Run 1, metal layers overlaid:
The bar under the picture is 20 µm long. Two of the layers only.
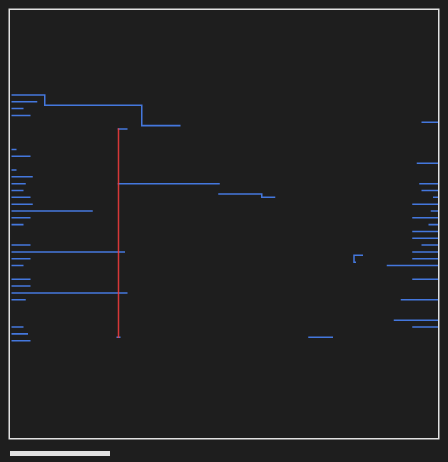
Run 1, cell classes on the final placement:
The bar under the picture is 20 µm long.
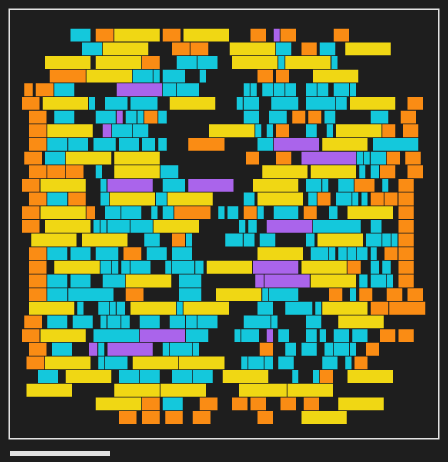
Run 1, selected gate families:
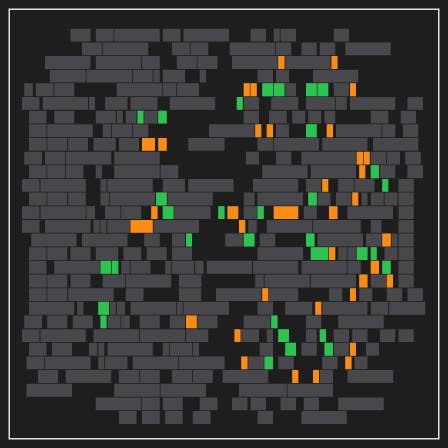
### config.mk
export PLATFORM = sky130hd
export DESIGN_NAME = nbit_comp_pipe
export DESIGN_NICKNAME = d
export VERILOG_FILES = /design/src/rtl/comp_pkg.sv /design/src/rtl/nbit_comp_pipe_sat_counter.sv /design/src/rtl/nbit_comp_pipe.sv
export SDC_FILE = /design/constraint.sdc
export NUM_CORES = 1
export LEC_CHECK = 0
export CAP_MARGIN = 5
export CORE_MARGIN = 2
export CORE_UTILIZATION = 46
export CTS_BUF_LIST = sky130_fd_sc_hd__clkbuf_16
export DETAILED_ROUTE_END_ITERATION = 12
export PLACE_DENSITY = 0.88
export SLEW_MARGIN = 0
export SYNTH_ARGS = -nofsm -noshare
export SYNTH_HDL_FRONTEND = slang
export SYNTH_SLANG_ARGS = --single-unit
export TNS_END_PERCENT = 10
### constraint.sdc
create_clock -name clk -period 1.72 [get_ports clk]
set_clock_uncertainty 0.15 [all_clocks]
set_input_delay 0.344 -clock clk [delete_from_list [all_inputs] [get_ports clk]]
set_output_delay 0.344 -clock clk [all_outputs]
set_load 0.01 [all_outputs]
### src/rtl/comp_pkg.sv
// comp_pkg: shared types and the reference compare function for nbit_comp_pipe.
//   cmp_res_t  one-hot {gt, lt, eq} result
//   RES_*      the legal result codes, RES_NONE for "no result present"
//   cmp_f      compares two zero-extended operands of width w, signed or unsigned
package comp_pkg;

    // Widest operand cmp_f can handle; callers zero-extend to this width.
    localparam int MAX_W = 64;

    typedef logic [2:0] cmp_res_t;

    localparam cmp_res_t RES_GT   = 3'b100;
    localparam cmp_res_t RES_LT   = 3'b010;
    localparam cmp_res_t RES_EQ   = 3'b001;
    localparam cmp_res_t RES_NONE = 3'b000;

    // Two's-complement order equals unsigned order once the sign bit is
    // inverted, so signed mode only flips bit w-1 of both operands.
    function automatic cmp_res_t cmp_f(
        input logic [MAX_W-1:0] a,
        input logic [MAX_W-1:0] b,
        input logic             signed_mode,
        input int unsigned      w
    );
        logic [MAX_W-1:0] msb;
        logic [MAX_W-1:0] ka;
        logic [MAX_W-1:0] kb;
        msb = {{(MAX_W-1){1'b0}}, 1'b1} << (w - 1);
        ka  = signed_mode ? (a ^ msb) : a;
        kb  = signed_mode ? (b ^ msb) : b;
        if (ka > kb) begin
            cmp_f = RES_GT;
        end else if (ka < kb) begin
            cmp_f = RES_LT;
        end else begin
            cmp_f = RES_EQ;
        end
    endfunction

endpackage

### src/rtl/nbit_comp_pipe_sat_counter.sv
// sat_counter: saturating event counter.
//   clk, rst_n  clock, asynchronous active-low reset
//   inc         count one event this cycle
//   clr         synchronous clear; wins over inc
//   count       current value, sticks at 2^CNT_W-1
module sat_counter #(
    parameter int CNT_W = 8
) (
    input  logic             clk,
    input  logic             rst_n,
    input  logic             inc,
    input  logic             clr,
    output logic [CNT_W-1:0] count
);

    logic [CNT_W-1:0] count_q;
    logic [CNT_W-1:0] count_d;

    always_comb begin
        count_d = count_q;
        if (clr) begin
            count_d = '0;
        end else if (inc && (count_q != '1)) begin
            count_d = count_q + 1'b1;
        end
    end

    always_ff @(posedge clk or negedge rst_n) begin
        if (!rst_n) begin
            count_q <= '0;
        end else begin
            count_q <= count_d;
        end
    end

    assign count = count_q;

endmodule

### src/rtl/nbit_comp_pipe.sv
// nbit_comp_pipe: two-stage pipelined magnitude comparator with streaming
// handshake and saturating per-outcome counters.
//   in_valid/in_ready/a/b/signed_mode  operand pair input stream
//   out_valid/out_ready/gt/lt/eq       one-hot result output stream
//   gt_cnt/lt_cnt/eq_cnt               counts of transferred results
//   clr                                synchronous clear of the counters
//
// Handshake: a beat transfers on a rising edge where valid & ready are both 1.
// The producer holds valid and its data until the transfer; ready may depend
// combinationally on the downstream ready (in_ready follows out_ready).
module nbit_comp_pipe
    import comp_pkg::*;
#(
    parameter int N     = 16,
    parameter int CNT_W = 8
) (
    input  logic             clk,
    input  logic             rst_n,
    input  logic             in_valid,
    output logic             in_ready,
    input  logic [N-1:0]     a,
    input  logic [N-1:0]     b,
    input  logic             signed_mode,
    output logic             out_valid,
    input  logic             out_ready,
    output logic             gt,
    output logic             lt,
    output logic             eq,
    output logic [CNT_W-1:0] gt_cnt,
    output logic [CNT_W-1:0] lt_cnt,
    output logic [CNT_W-1:0] eq_cnt,
    input  logic             clr
);

    logic         s1_valid_q, s1_valid_d;
    logic [N-1:0] s1_a_q,     s1_a_d;
    logic [N-1:0] s1_b_q,     s1_b_d;
    logic         s1_mode_q,  s1_mode_d;
    logic         out_valid_q, out_valid_d;
    cmp_res_t     res_q,      res_d;

    logic s2_en;
    logic s1_en;
    logic in_xfer;
    logic out_xfer;

    always_comb begin
        s2_en    = !out_valid_q || out_ready;
        s1_en    = !s1_valid_q || s2_en;
        in_xfer  = in_valid && s1_en;
        out_xfer = out_valid_q && out_ready;

        s1_valid_d = s1_valid_q;
        s1_a_d     = s1_a_q;
        s1_b_d     = s1_b_q;
        s1_mode_d  = s1_mode_q;
        if (s1_en) begin
            s1_valid_d = in_xfer;
        end
        if (in_xfer) begin
            s1_a_d    = a;
            s1_b_d    = b;
            s1_mode_d = signed_mode;
        end

        out_valid_d = out_valid_q;
        res_d       = res_q;
        if (s2_en) begin
            out_valid_d = s1_valid_q;
            // Flags are forced low with no result so idle outputs read 0.
            res_d = s1_valid_q ? cmp_f(MAX_W'(s1_a_q), MAX_W'(s1_b_q), s1_mode_q, N)
                               : RES_NONE;
        end
    end

    always_ff @(posedge clk or negedge rst_n) begin
        if (!rst_n) begin
            s1_valid_q  <= 1'b0;
            s1_a_q      <= '0;
            s1_b_q      <= '0;
            s1_mode_q   <= 1'b0;
            out_valid_q <= 1'b0;
            res_q       <= RES_NONE;
        end else begin
            s1_valid_q  <= s1_valid_d;
            s1_a_q      <= s1_a_d;
            s1_b_q      <= s1_b_d;
            s1_mode_q   <= s1_mode_d;
            out_valid_q <= out_valid_d;
            res_q       <= res_d;
        end
    end

    assign in_ready  = s1_en;
    assign out_valid = out_valid_q;
    assign gt        = res_q[2];
    assign lt        = res_q[1];
    assign eq        = res_q[0];

    sat_counter #(.CNT_W(CNT_W)) u_gt_cnt (
        .clk   (clk),
        .rst_n (rst_n),
        .inc   (out_xfer && res_q[2]),
        .clr   (clr),
        .count (gt_cnt)
    );

    sat_counter #(.CNT_W(CNT_W)) u_lt_cnt (
        .clk   (clk),
        .rst_n (rst_n),
        .inc   (out_xfer && res_q[1]),
        .clr   (clr),
        .count (lt_cnt)
    );

    sat_counter #(.CNT_W(CNT_W)) u_eq_cnt (
        .clk   (clk),
        .rst_n (rst_n),
        .inc   (out_xfer && res_q[0]),
        .clr   (clr),
        .count (eq_cnt)
    );

endmodule

==> out/results.tsv, run 1 <==
metric	value	unit
Clock transition at path regs	0.05	ns
Gates resized, CTS repair	36	
mapped cell area	3040	µm²
Metal-1 WL	2.71	mm
CP Cell Sequence	inv_1 > ha_1 > a21o_1 > a221oi_2 > nor3_1 > a211o_1 > a32o_1	
Logic power comb	0.000732	W
YS chip area	3040	µm²
vias in the first global route	2371	
Main synth FF type	dfrtp_1	
max frequency	504	MHz
antenna viol nets, final	0	
Synth Seq Share	0.511	
met2 usage in global routing	0.314	
ys flops	62	
ys cells	258	
peak supply drop	697	µV
largest net degree at the start of global routing	26	
final number of setup-violating endpoints	3	
CP max FO	3	
Init Core Util	0.478	
vias per cell	5.20	
Hold Path Sink	s1_b_q[2]	
CTS Buf Count	9	
Area leader share	0.511	
net switching power figure	0.00103	W
antenna violations before repair	0	
failing checks	negative setup slack	
Hold Path Class	reg2reg	
hold_sp	s1_b_q[2]	
CP Launch Type	register	
routability congestion estimate	0.823	
CTS Sinks	62	
Rel. slew slack	0.684	
GRT Util Overall	0.185	
tool warning count	29	
status	finished with violations	
delay-heaviest family, CP	AND-OR/OR-AND gates	
Final WS setup	-0.266	ns
PnR Total Power	0.00413	W
Post-Syn Area per Cell	11.8	µm²
final worst path period share	1.15	
P_seq	0.00170	W
syn_nets	314	
Iteration-0 DRC Markers	70	
Synth top cells by count	62 x dfrtp_1, 26 x nor2_1, 19 x mux2_1	
dpl cell area	4020	µm²
Hold Worst Slack	0.338	ns
Critical Path End	res_q[2]	
H-tree depth	3	
Worst Setup SP	s1_b_q[13]	
sequential power share	0.412	
Final Hold Violation Tally	0	
DR vias	2286	
DRC	0	
Final HPWL DP	4.61	mm
worst stage delay on the critical path	0.34	ns
first-pass detailed-route iteration total	4	
highest-power group	sequential cells	
min cycle time layout	1.99	ns
About 'metal layers overlaid':
layer	colour	wire length
met4	red	41.5 µm
met3	blue	289 µm
final wirelength: 6.08 mm
wire per inst: 13.8 µm

About 'cell classes on the final placement':
class	colour	cells
all other logic	cyan	191
other buffers and delay cells	orange	94
clock drivers and dummy loads	purple	16
flops	yellow	62
final core utilization: 0.684
CORE AREA: 6350 µm²

About 'selected gate families':
family	colour	cells	most used
NAND gates	green	32	nand2_1
NOR gates	orange	36	nor2_1
logic share of the area: 0.338
most frequent logic cell in the layout: dfrtp_1
final cell count without fillers: 440

run 1: kinds of logic (layout without fill, tap and decap cells):
family                   count (synthesis)  in the layout  share of synthesized area
adder cells (fa/ha/maj)                 18             18                     0.0742
XOR/XNOR                                21             21                     0.0606
multiplexers                            36             36                      0.132
AND/OR/NAND/NOR                         78             78                      0.129
AND-OR/OR-AND                           21             21                     0.0622
buffers and inverters                   22            127                     0.0309
flip-flops                              62             62                      0.511
run 1: cell type report:
class / instances / share of cell area
Sequential cell: 62 / 0.358
Inverter: 17 / 0.0147
Clock inverter: 7 / 0.0130
Multi-Input combinational cell: 174 / 0.338
Clock buffer: 9 / 0.0519
Tap cell: 77 / 0.0222
Timing Repair Buffer: 94 / 0.203
Run 1, congestion heat map:
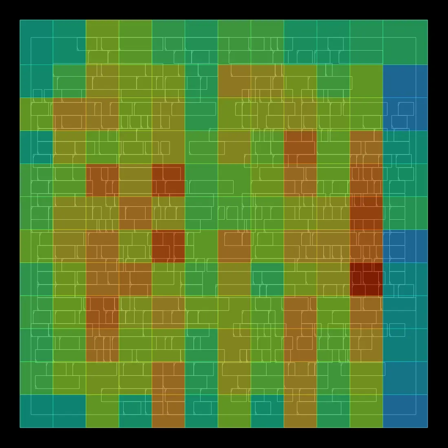

==> run 1 -> run 2 <==
--- a/config.mk
+++ b/config.mk
@@ -7,10 +7,11 @@
 export LEC_CHECK = 0
 export CAP_MARGIN = 5
 export CORE_MARGIN = 2
-export CORE_UTILIZATION = 46
+export CORE_UTILIZATION = 54
 export CTS_BUF_LIST = sky130_fd_sc_hd__clkbuf_16
+export CTS_CLUSTER_DIAMETER = 40
 export DETAILED_ROUTE_END_ITERATION = 12
-export PLACE_DENSITY = 0.88
+export PLACE_DENSITY = 0.95
 export SLEW_MARGIN = 0
 export SYNTH_ARGS = -nofsm -noshare
 export SYNTH_HDL_FRONTEND = slang
==> constraint.sdc (replaced) <==
create_clock -name clk -period 2.51 [get_ports clk]
set_clock_uncertainty 0.15 [all_clocks]
set_input_delay 0.502 -clock clk [delete_from_list [all_inputs] [get_ports clk]]
set_output_delay 0.502 -clock clk [all_outputs]
set_load 0.01 [all_outputs]
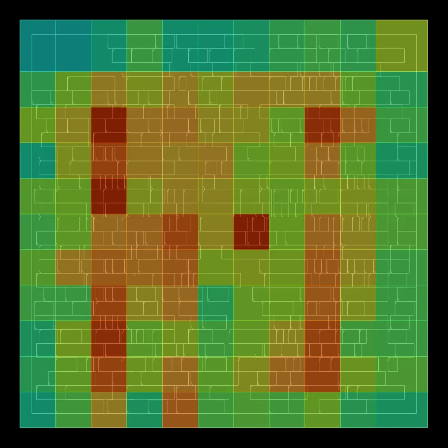
Run 2: congestion heat map
wire per inst: 14.9 µm
final core utilization: 0.742
GRT Util Overall: 0.220
met3 usage: 0.0648
met2 usage in global routing: 0.375

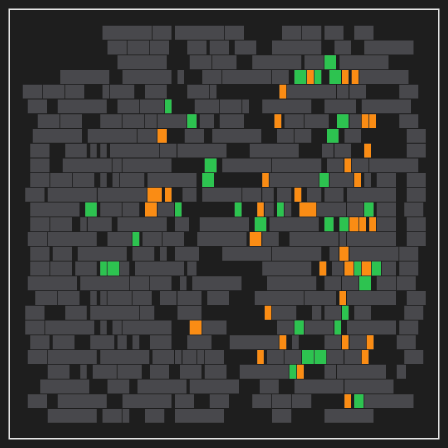
Run 2: selected gate families
family	colour	cells	most used
NAND gates	green	32	nand2_1
NOR gates	orange	36	nor2_1
final cell count without fillers: 412
most frequent logic cell in the layout: clkdlybuf4s50_1
logic share of the area: 0.343

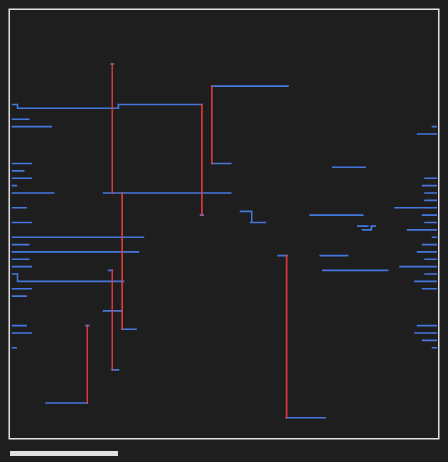
Run 2: metal layers overlaid
The bar under the picture is 20 µm long. Two of the layers only.
layer	colour	wire length
met3	blue	336 µm
met4	red	146 µm
final wirelength: 6.12 mm
DR vias: 2229

==> run 2 against run 1 <==
- the flow now finishes without violations
- design area down 6.5%
- sequential power decreased by 31%
- final cell count decreased by 6.4%
- first-iteration DRC count rose by 69%
==> out/results.tsv, run 2 <==
metric	value	unit
slew at the pin closest to its max-slew limit	0.560	ns
r2r setup slk	0.46	ns
Critical Path End	in_ready	
Final WS setup	0.416	ns
Hold Path Class	in2async	
peak supply drop	561	µV
Clock transition at path regs	0.05	ns
Post-Syn Area per Cell	11.8	µm²
Gates resized, CTS repair	0	
Non-clk invs	17	
Gate power share	0.173	
CP max FO	3	
Final HPWL DP	4.47	mm
antenna violations before repair	0	
nonclk buf count	72	
dpl cell area	3810	µm²
yosys xor share	0.0606	
Area leader share	0.511	
first-pass detailed-route iteration total	4	
CLK BUF	9	
worst stage delay on the critical path	0.46	ns
Post-Synth AOI/OAI Area	0.0622	
clock power share	0.389	
H-tree depth	3	
area leader, netlist	dfrtp_1	
final number of setup-violating endpoints	0	
Clock Network Area Fraction	0.0610	
vias in the first global route	2310	
first-pass GRT wire length	10.5	mm
syn_nets	314	
CP Launch Type	primary input	
PnR Total Power	0.00267	W
Final Hold Violation Tally	0	
max frequency	478	MHz
Mux area share	0.132	
CTS Sinks	62	
net switching power figure	0.000681	W
P_seq	0.00117	W
CTS Buf Count	9	
Adder Share, Synth	0.0742	
Post-synth EDFFs	0	
Rel. slew slack	0.627	
CORE AREA	5470	µm²
antenna viol nets, final	0	
final worst path period share	0.834	
PD cells	657	nW/µm²
Total Nets Final	392	
min cycle time layout	2.09	ns
CP Cell Sequence	clkdlybuf4s50_1 > nor2b_2 > nand2_1 > dlymetal6s2s_1	
Synth warnings	0	
YS chip area	3040	µm²
Synth top cells by count	62 x dfrtp_1, 26 x nor2_1, 19 x mux2_1	
vias per cell	5.41	
ys flops	62	
Init Core Util	0.555	
Synth Seq Share	0.511	
largest net degree at the start of global routing	34	
multi-input logic cell count	174	
Logic power comb	0.000462	W
n_taps	72	
largest cell class by area	sequential cells	
kind of critical path	in2out	
tool warning count	26	
slowest CP cell	clkdlybuf4s50_1	
Worst Setup SP	out_ready	
highest-power group	sequential cells	
Main synth FF type	dfrtp_1	
sequential share of cell area	0.382	
Finished Cell Area	4060	µm²
ys cells	258	
unrepaired setup endpoints after global routing	false	
mapped cell area	3040	µm²
met3 routed wirelength	335	µm
Simple-Gate Area Share	0.129	
Iteration-0 DRC Markers	118	
status	complete, no violations	
sequential power share	0.438	
flip-flops	62	
Largest logic family	multiplexers	
Non-clock buffer share	0.176	
Leak	1.79	nW
routability congestion estimate	0.824	
Metal-1 WL	2.44	mm
DRC	0	
## run 2: cell types whose count changed in the layout (fill, tap and decap cells not counted), sizes merged
cell and change:
clkdlybuf4s50 +29, dlygate4sd2 -29, buf -21, bufinv -1
clkbuf -1, clkinv -1, dlygate4sd3 -1, dlymetal6s2s +1
inv +1
## run 2: metrics by stage
stage	std cells	hold WS, ns
2_1_floorplan	258	0.0564
3_3_place_gp	397	0.323
3_5_place_dp	397	0.331
4_1_cts	412	0.0316
5_1_grt	412	0.0565
6_report	412	0.0174
## run 2: worst max-delay path, delay by kind of cell
kind | cells | cell delay, ns
buf+inv | 2 | 0.65
simple gates | 2 | 0.28
## run 2: kinds of logic after synthesis
logic type | Yosys count
xor+xnor | 21
flops | 62
fa+ha+maj | 18
mux | 36
buf+inv | 22
simple gates | 78
compound gates | 21
Power and IR drop assume default switching activity.
